Run 1, cell density map:
The die is cut into 10 by 10 equal tiles; white is low, dark blue is high, 0 to 100% covered.
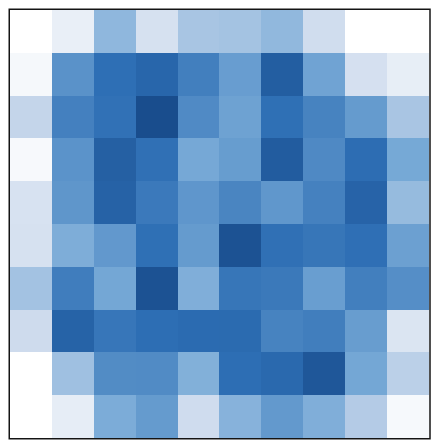
Run 1, sequential cells colored by netlist name:
Other sequential cells in the stronger gray, the rest of the logic in the fainter gray.
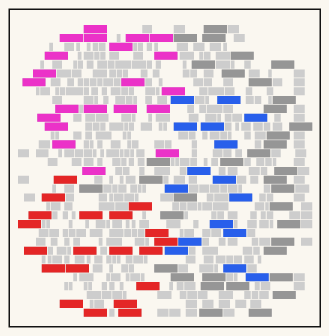
Run 1, signal wires on met2:
Cells faint in the background.
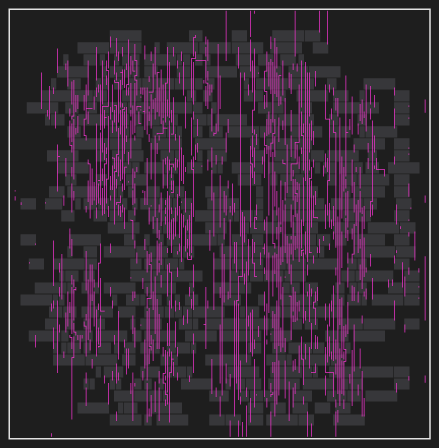
Run 1, the metal 1 layer:
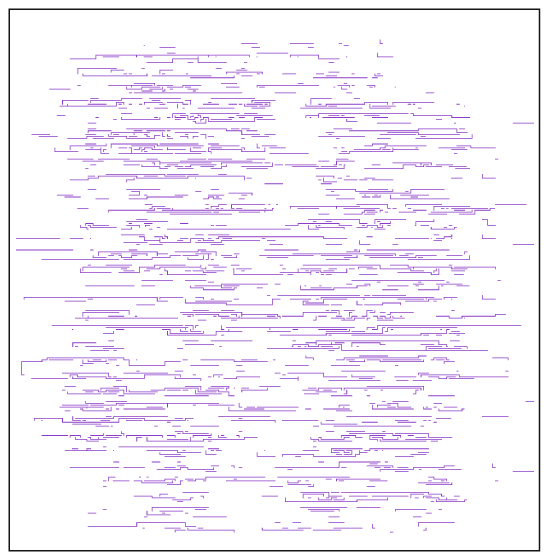
`src/rtl/joypad_poller_pkg.sv`:
```
// Shared definitions for the joypad poller: button bit positions, FSM state codes
// and the raw-to-active-high sample conversion.
package joypad_poller_pkg;

  // Bit positions follow the nes_bridge shift order.
  typedef enum int {
    BTN_A      = 0,
    BTN_B      = 1,
    BTN_SELECT = 2,
    BTN_START  = 3,
    BTN_UP     = 4,
    BTN_DOWN   = 5,
    BTN_LEFT   = 6,
    BTN_RIGHT  = 7
  } btn_idx_t;

  typedef enum logic [1:0] {
    S_WAIT = 2'd0,
    S_REQ  = 2'd1,
    S_BUSY = 2'd2,
    S_PROC = 2'd3
  } poll_state_t;

  function automatic logic [7:0] to_active_high(input logic [7:0] raw, input bit active_low);
    return active_low ? ~raw : raw;
  endfunction

endpackage

```
`src/rtl/joypad_poller_button_debounce.sv`:
```
// Per-bit debounce: a bit only changes after DEBOUNCE consecutive differing samples;
// emits registered pressed/released masks alongside each update.
module button_debounce #(
  parameter int WIDTH    = 8,
  parameter int DEBOUNCE = 2
) (
  input  logic             clk,
  input  logic             rst,
  input  logic             sample_en,
  input  logic [WIDTH-1:0] sample,
  output logic [WIDTH-1:0] buttons,
  output logic [WIDTH-1:0] pressed,
  output logic [WIDTH-1:0] released
);

  localparam int CW = $clog2(DEBOUNCE + 1);
  localparam logic [CW-1:0] CNT_LAST = CW'(DEBOUNCE - 1);

  logic [CW-1:0]    cnt      [WIDTH];
  logic [CW-1:0]    next_cnt [WIDTH];
  logic [WIDTH-1:0] next_buttons;

  // A matching sample clears the run; the counter saturates at the switch point.
  always_comb begin
    next_buttons = buttons;
    next_cnt     = cnt;
    for (int i = 0; i < WIDTH; i++) begin
      if (sample[i] == buttons[i]) begin
        next_cnt[i] = '0;
      end else if (cnt[i] == CNT_LAST) begin
        next_buttons[i] = sample[i];
        next_cnt[i]     = '0;
      end else begin
        next_cnt[i] = cnt[i] + CW'(1);
      end
    end
  end

  always_ff @(posedge clk) begin
    if (rst) begin
      buttons  <= '0;
      pressed  <= '0;
      released <= '0;
      for (int i = 0; i < WIDTH; i++) cnt[i] <= '0;
    end else begin
      pressed  <= '0;
      released <= '0;
      if (sample_en) begin
        buttons  <= next_buttons;
        cnt      <= next_cnt;
        pressed  <= next_buttons & ~buttons;
        released <= ~next_buttons & buttons;
      end
    end
  end

endmodule

```
`src/rtl/joypad_poller.sv`:
```
// Periodic nes_bridge poller: requests a joypad read every POLL_PERIOD idle cycles,
// guards each transaction with a timeout and feeds completed samples to the debouncer.
module joypad_poller
  import joypad_poller_pkg::*;
#(
  parameter int POLL_PERIOD = 833_333,
  parameter int TIMEOUT     = 2_000_000,
  parameter int DEBOUNCE    = 2,
  parameter int ACTIVE_LOW  = 1
) (
  input  logic       clk,
  input  logic       rst,
  input  logic       enable,
  output logic       bridge_start,
  input  logic       bridge_ready,
  input  logic [7:0] bridge_joypad,
  input  logic       bridge_joypad_valid,
  output logic [7:0] buttons,
  output logic [7:0] pressed,
  output logic [7:0] released,
  output logic       update,
  output logic       timeout_err
);

  localparam int PW = $clog2(POLL_PERIOD);
  localparam int TW = $clog2(TIMEOUT);
  localparam logic [PW-1:0] PERIOD_LAST = PW'(POLL_PERIOD - 1);
  localparam logic [TW-1:0] TMO_LAST    = TW'(TIMEOUT - 1);

  poll_state_t state, next_state;
  logic [PW-1:0] period_ctr;
  logic [TW-1:0] tmo_ctr;
  logic [7:0]    sample;
  logic          sample_en;
  logic          busy_live;
  logic          completion;
  logic          abandon;
  logic          expired;

  // The first busy cycle is ignored: ready may not have dropped yet.
  assign busy_live  = (state == S_BUSY) && (tmo_ctr != '0);
  assign completion = busy_live && bridge_ready && bridge_joypad_valid;
  assign abandon    = busy_live && bridge_ready && !bridge_joypad_valid;
  assign expired    = (state == S_BUSY) && (tmo_ctr == TMO_LAST) && !completion;

  always_ff @(posedge clk) begin
    if (rst) state <= S_WAIT;
    else     state <= next_state;
  end

  always_comb begin
    next_state = state;
    case (state)
      S_WAIT: if (enable && period_ctr == PERIOD_LAST) next_state = S_REQ;
      S_REQ:  if (bridge_ready) next_state = S_BUSY;
      S_BUSY: begin
        if (completion)           next_state = S_PROC;
        else if (abandon || expired) next_state = S_WAIT;
      end
      S_PROC: next_state = S_WAIT;
      default: next_state = S_WAIT;
    endcase
  end

  always_comb begin
    bridge_start = (state == S_REQ) && bridge_ready && !rst;
    sample_en    = (state == S_PROC);
  end

  always_ff @(posedge clk) begin
    if (rst) begin
      period_ctr <= '0;
      tmo_ctr    <= '0;
    end else begin
      if (state == S_WAIT && enable)
        period_ctr <= (period_ctr == PERIOD_LAST) ? '0 : period_ctr + PW'(1);
      else
        period_ctr <= '0;
      if (state == S_REQ)
        tmo_ctr <= '0;
      else if (state == S_BUSY && tmo_ctr != TMO_LAST)
        tmo_ctr <= tmo_ctr + TW'(1);
    end
  end

  // A good poll clears a previous timeout; a failed one never touches the sample.
  always_ff @(posedge clk) begin
    if (rst) begin
      sample      <= '0;
      timeout_err <= 1'b0;
      update      <= 1'b0;
    end else begin
      update <= sample_en;
      if (completion) begin
        sample      <= to_active_high(bridge_joypad, ACTIVE_LOW != 0);
        timeout_err <= 1'b0;
      end else if (abandon || expired) begin
        timeout_err <= 1'b1;
      end
    end
  end

  button_debounce #(
    .WIDTH    (8),
    .DEBOUNCE (DEBOUNCE)
  ) u_debounce (
    .clk       (clk),
    .rst       (rst),
    .sample_en (sample_en),
    .sample    (sample),
    .buttons   (buttons),
    .pressed   (pressed),
    .released  (released)
  );

endmodule

```
`config.mk`:
```
export PLATFORM = sky130hd
export DESIGN_NAME = joypad_poller
export DESIGN_NICKNAME = d
export VERILOG_FILES = /design/src/rtl/joypad_poller_pkg.sv /design/src/rtl/joypad_poller_button_debounce.sv /design/src/rtl/joypad_poller.sv
export SDC_FILE = /design/constraint.sdc
export NUM_CORES = 1
export LEC_CHECK = 0
export CORE_AREA = 2 2 93 95
export CTS_CLUSTER_SIZE = 30
export DETAILED_ROUTE_END_ITERATION = 10
export DIE_AREA = 0 0 95 97
export GPL_TIMING_DRIVEN = 0
export PLACE_DENSITY = 0.73
export SYNTH_ARGS = -nofsm -noshare
export SYNTH_HDL_FRONTEND = slang
export SYNTH_HIERARCHICAL = 1
export SYNTH_SLANG_ARGS = --single-unit
```
`constraint.sdc`:
```
create_clock -name clk -period 2.55 [get_ports clk]
set_input_delay 0.3825 -clock clk [delete_from_list [all_inputs] [get_ports clk]]
set_output_delay 0.3825 -clock clk [all_outputs]
set_load 0.05 [all_outputs]
```
==> results.tsv, run 1 <==
metric	value	unit
run_status	finished clean	
pwr.group.clock	0.956	mW
routed-wl-met3	309	um
r2r_depth	6	
cp_slowest_stage_delay	0.43	ns
critPathBufInv	3	
buffers_excl_clock	57	
synthCells	451	
clockPowerShare	0.385	
largest_cell_class_by_area	multi-input combinational cells	
setup.worst_path.class	in -> out	
power_leakage	1.557	nW
detailedPlace.worstSlack	-0.5835	ns
flop-count	93	
fp.coreArea	0.008134	mm^2
worst_hold_startpoint	period_ctr[0]	
totalPowerFinal	2.481	mW
multiInputCombCellCount	318	
met2WireLength	4.034	mm
yosysChipArea	0.004207	mm^2
p_int	1.860	mW
floorplan.tapcells	105	
regToRegStartpoint	period_ctr[0]	
worst_skew_pair.late_latency	0.37	ns
groute.usage.overall	0.1982	
drt_pre_antenna_iters	4	
final_antenna_net_count	0	
post_synth_xor_area_fraction	0.08745	
seq_share	0.3783	
cp_top_delay_family	buffers and inverters	
cts_setup_buffers	0	
timing.clock.skew	0.01358	ns
power.largest_group	sequential cells	
Notes on 'cell density map' above:
mean over tiles: 52%
fullest tile: 88%
emptiest ninth of the die: top right

Notes on 'sequential cells colored by netlist name' above:
[blue] u_debounce/cnt | placed flops: 16
[red] period_ctr | placed flops: 20
[magenta] tmo_ctr | placed flops: 21
not colored: 36

Notes on 'signal wires on met2' above:
wire length on this layer: 4,030 um
share of all routed wire: 46%

Notes on 'the metal 1 layer' above:
wire length on this layer: 4,210 um
share of all routed wire: 48%

--- run 2 (diff from run 1) ---
==> constraint.sdc (replaced) <==
create_clock -name clk -period 2.14 [get_ports clk]
set_input_delay 0.321 -clock clk [delete_from_list [all_inputs] [get_ports clk]]
set_output_delay 0.321 -clock clk [all_outputs]
set_load 0.05 [all_outputs]
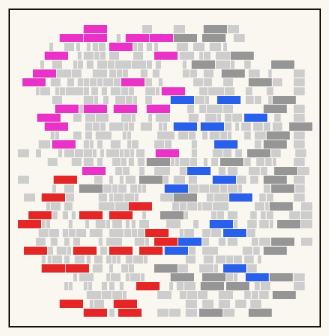
Run 2: sequential cells colored by netlist name
Other sequential cells in the stronger gray, the rest of the logic in the fainter gray.
area of all sequential standard cells: 0.001862 mm^2
final core utilization: 0.6045
sequential share of cell area: 0.3786
Seq group: 1.73 mW

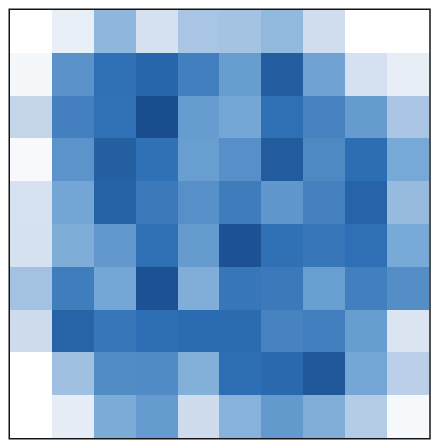
Run 2: cell density map
The die is cut into 10 by 10 equal tiles; white is low, dark blue is high, 0 to 100% covered.
floorplan core density: 0.5172
core area: 0.008134 mm^2

==> results.tsv, run 2 <==
metric	value	unit	change
synthCells	451		unchanged
largest_cell_class_by_area	multi-input combinational cells		
clockPowerShare	0.386		about the same
ys_sh_simple	0.3046		
totalPowerFinal	2.958	mW	+19%
power_leakage	1.554	nW	-0.19%
worst_skew_pair.late_latency	0.37	ns	about the same
seq_area_frac_synth	0.4426		
cp_slowest_stage_delay	0.40	ns	-0.03 ns
floorplan.tapcells	105		unchanged
groute.usage.overall	0.1982		unchanged
routed-wl-met3	297	um	-3.9%
worst_hold_startpoint	period_ctr[0]		
detailedPlace.worstSlack	-0.8705	ns	-0.2870 ns
crit_top_cell	sky130_fd_sc_hd__buf_2		
die_height	97	um	
flop-count	93		unchanged
regToRegStartpoint	tmo_ctr[0]		
final_antenna_net_count	0		unchanged
timing.clock.skew	0.01193	ns	-0.001646 ns
antenna_cells	0		
critPathBufInv	3		unchanged
setup.worst_path.class	in -> out		
worstSetupStartpoint	rst		
instances_no_fill	611		
cp_top_delay_family	buffers and inverters		
buffers_excl_clock	57		unchanged
yosysChipArea	0.004207	mm^2	unchanged
power.largest_group	sequential cells		
synth_nets	468		
multiInputCombCellCount	318		unchanged
post_synth_xor_area_fraction	0.08745		unchanged
layout_min_cycle_time	2.036	ns	
p_int	2.216	mW	+19%
r2r_slack	0.17	ns	
cts_setup_buffers	0		unchanged
met2WireLength	4.128	mm	+2.3%
drt_pre_antenna_iters	5		+1
fmax	491.0	MHz	
run_status	finished clean		
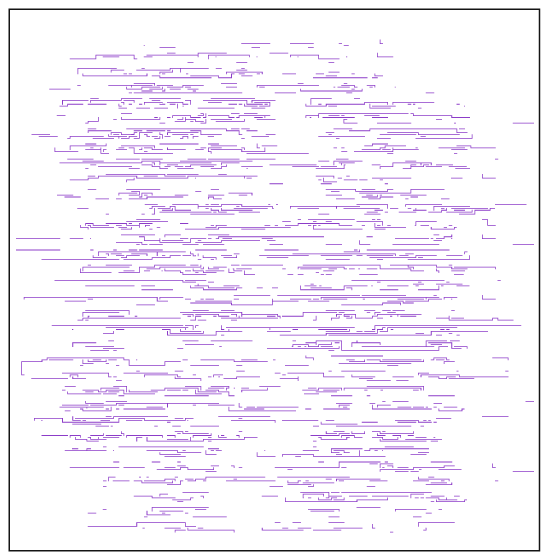
Run 2: the metal 1 layer
nets with wire on the layer: 468
main direction: horizontal
wire length on this layer: 4,190 um
share of all routed wire: 48%
longest straight run: 26.2 um

--- run 3 (diff from run 2) ---
--- a/config.mk
+++ b/config.mk
@@ -5,6 +5,7 @@
 export SDC_FILE = /design/constraint.sdc
 export NUM_CORES = 1
 export LEC_CHECK = 0
+export CAP_MARGIN = 20
 export CORE_AREA = 2 2 93 95
 export CTS_CLUSTER_SIZE = 30
 export DETAILED_ROUTE_END_ITERATION = 10
==> constraint.sdc (replaced) <==
create_clock -name clk -period 2 [get_ports clk]
set_input_delay 0.3 -clock clk [delete_from_list [all_inputs] [get_ports clk]]
set_output_delay 0.3 -clock clk [all_outputs]
set_load 0.05 [all_outputs]
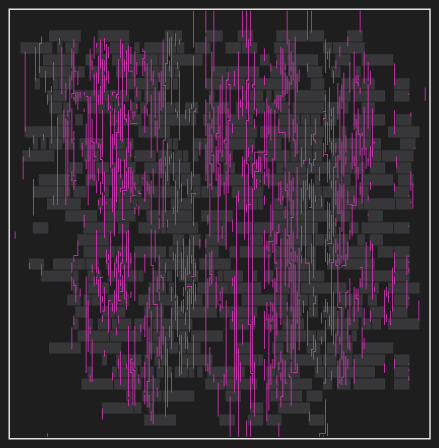
Run 3: signal wires on met2
Cells faint in the background.
main direction: vertical
wire length on this layer: 4,060 um

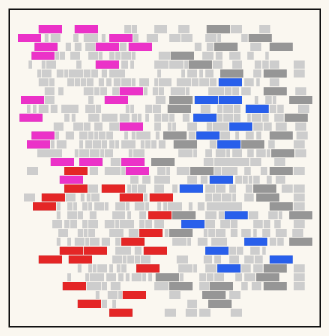
Run 3: sequential cells colored by netlist name
Other sequential cells in the stronger gray, the rest of the logic in the fainter gray.
[red] period_ctr | placed flops: 20
[magenta] tmo_ctr | placed flops: 21
[blue] u_debounce/cnt | placed flops: 16
not colored: 36

==> results.tsv, run 3 <==
metric	value	unit	change
instances_no_fill	610		-0.16%
largest_cell_class_by_area	multi-input combinational cells		
post_synth_xor_area_fraction	0.08745		unchanged
cp_slowest_stage_delay	0.84	ns	+0.44 ns
run_status	finished clean		
flop-count	93		unchanged
final_util	0.6099		+0.005384
cp_top_delay_family	buffers and inverters		
regToRegStartpoint	tmo_ctr[12]		
timing.clock.skew	0.01229	ns	+0.0003519 ns
final_antenna_net_count	0		unchanged
layout_min_cycle_time	1.917	ns	
seq_area_frac_synth	0.4426		unchanged
setup.worst_path.class	reg -> out		
antenna_cells	0		unchanged
floorplan.tapcells	105		unchanged
ys_sh_simple	0.3046		unchanged
cts_setup_buffers	0		unchanged
p_int	2.586	mW	+17%
detailedPlace.worstSlack	-0.8219	ns	+0.04865 ns
fp.coreArea	0.008134	mm^2	unchanged
power.largest_group	sequential cells		
seq_share	0.3753		-0.003342
critPathBufInv	1		-2
synthCells	451		unchanged
multiInputCombCellCount	318		unchanged
worstSetupStartpoint	u_debounce/buttons[7]		
r2r_slack	0.17	ns	about the same
met2WireLength	4.063	mm	-1.6%
groute.usage.overall	0.1933		-0.004920
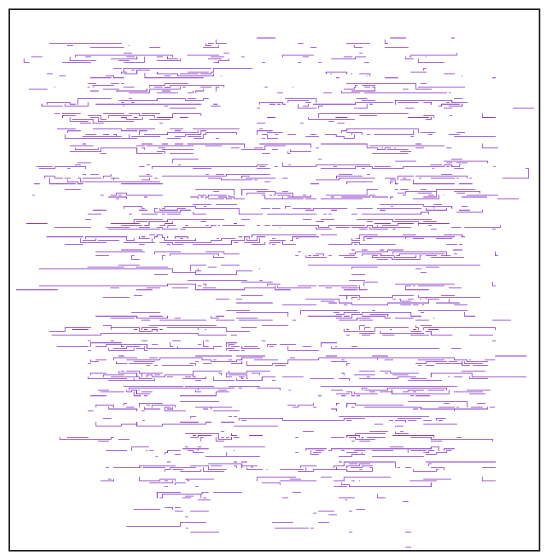
Run 3: the metal 1 layer
detailed-route wire length: 8.379 mm
vias: 3,301
fraction of met1 tracks used by global routing: 0.2588

Power is estimated from default activity; no workload was simulated.
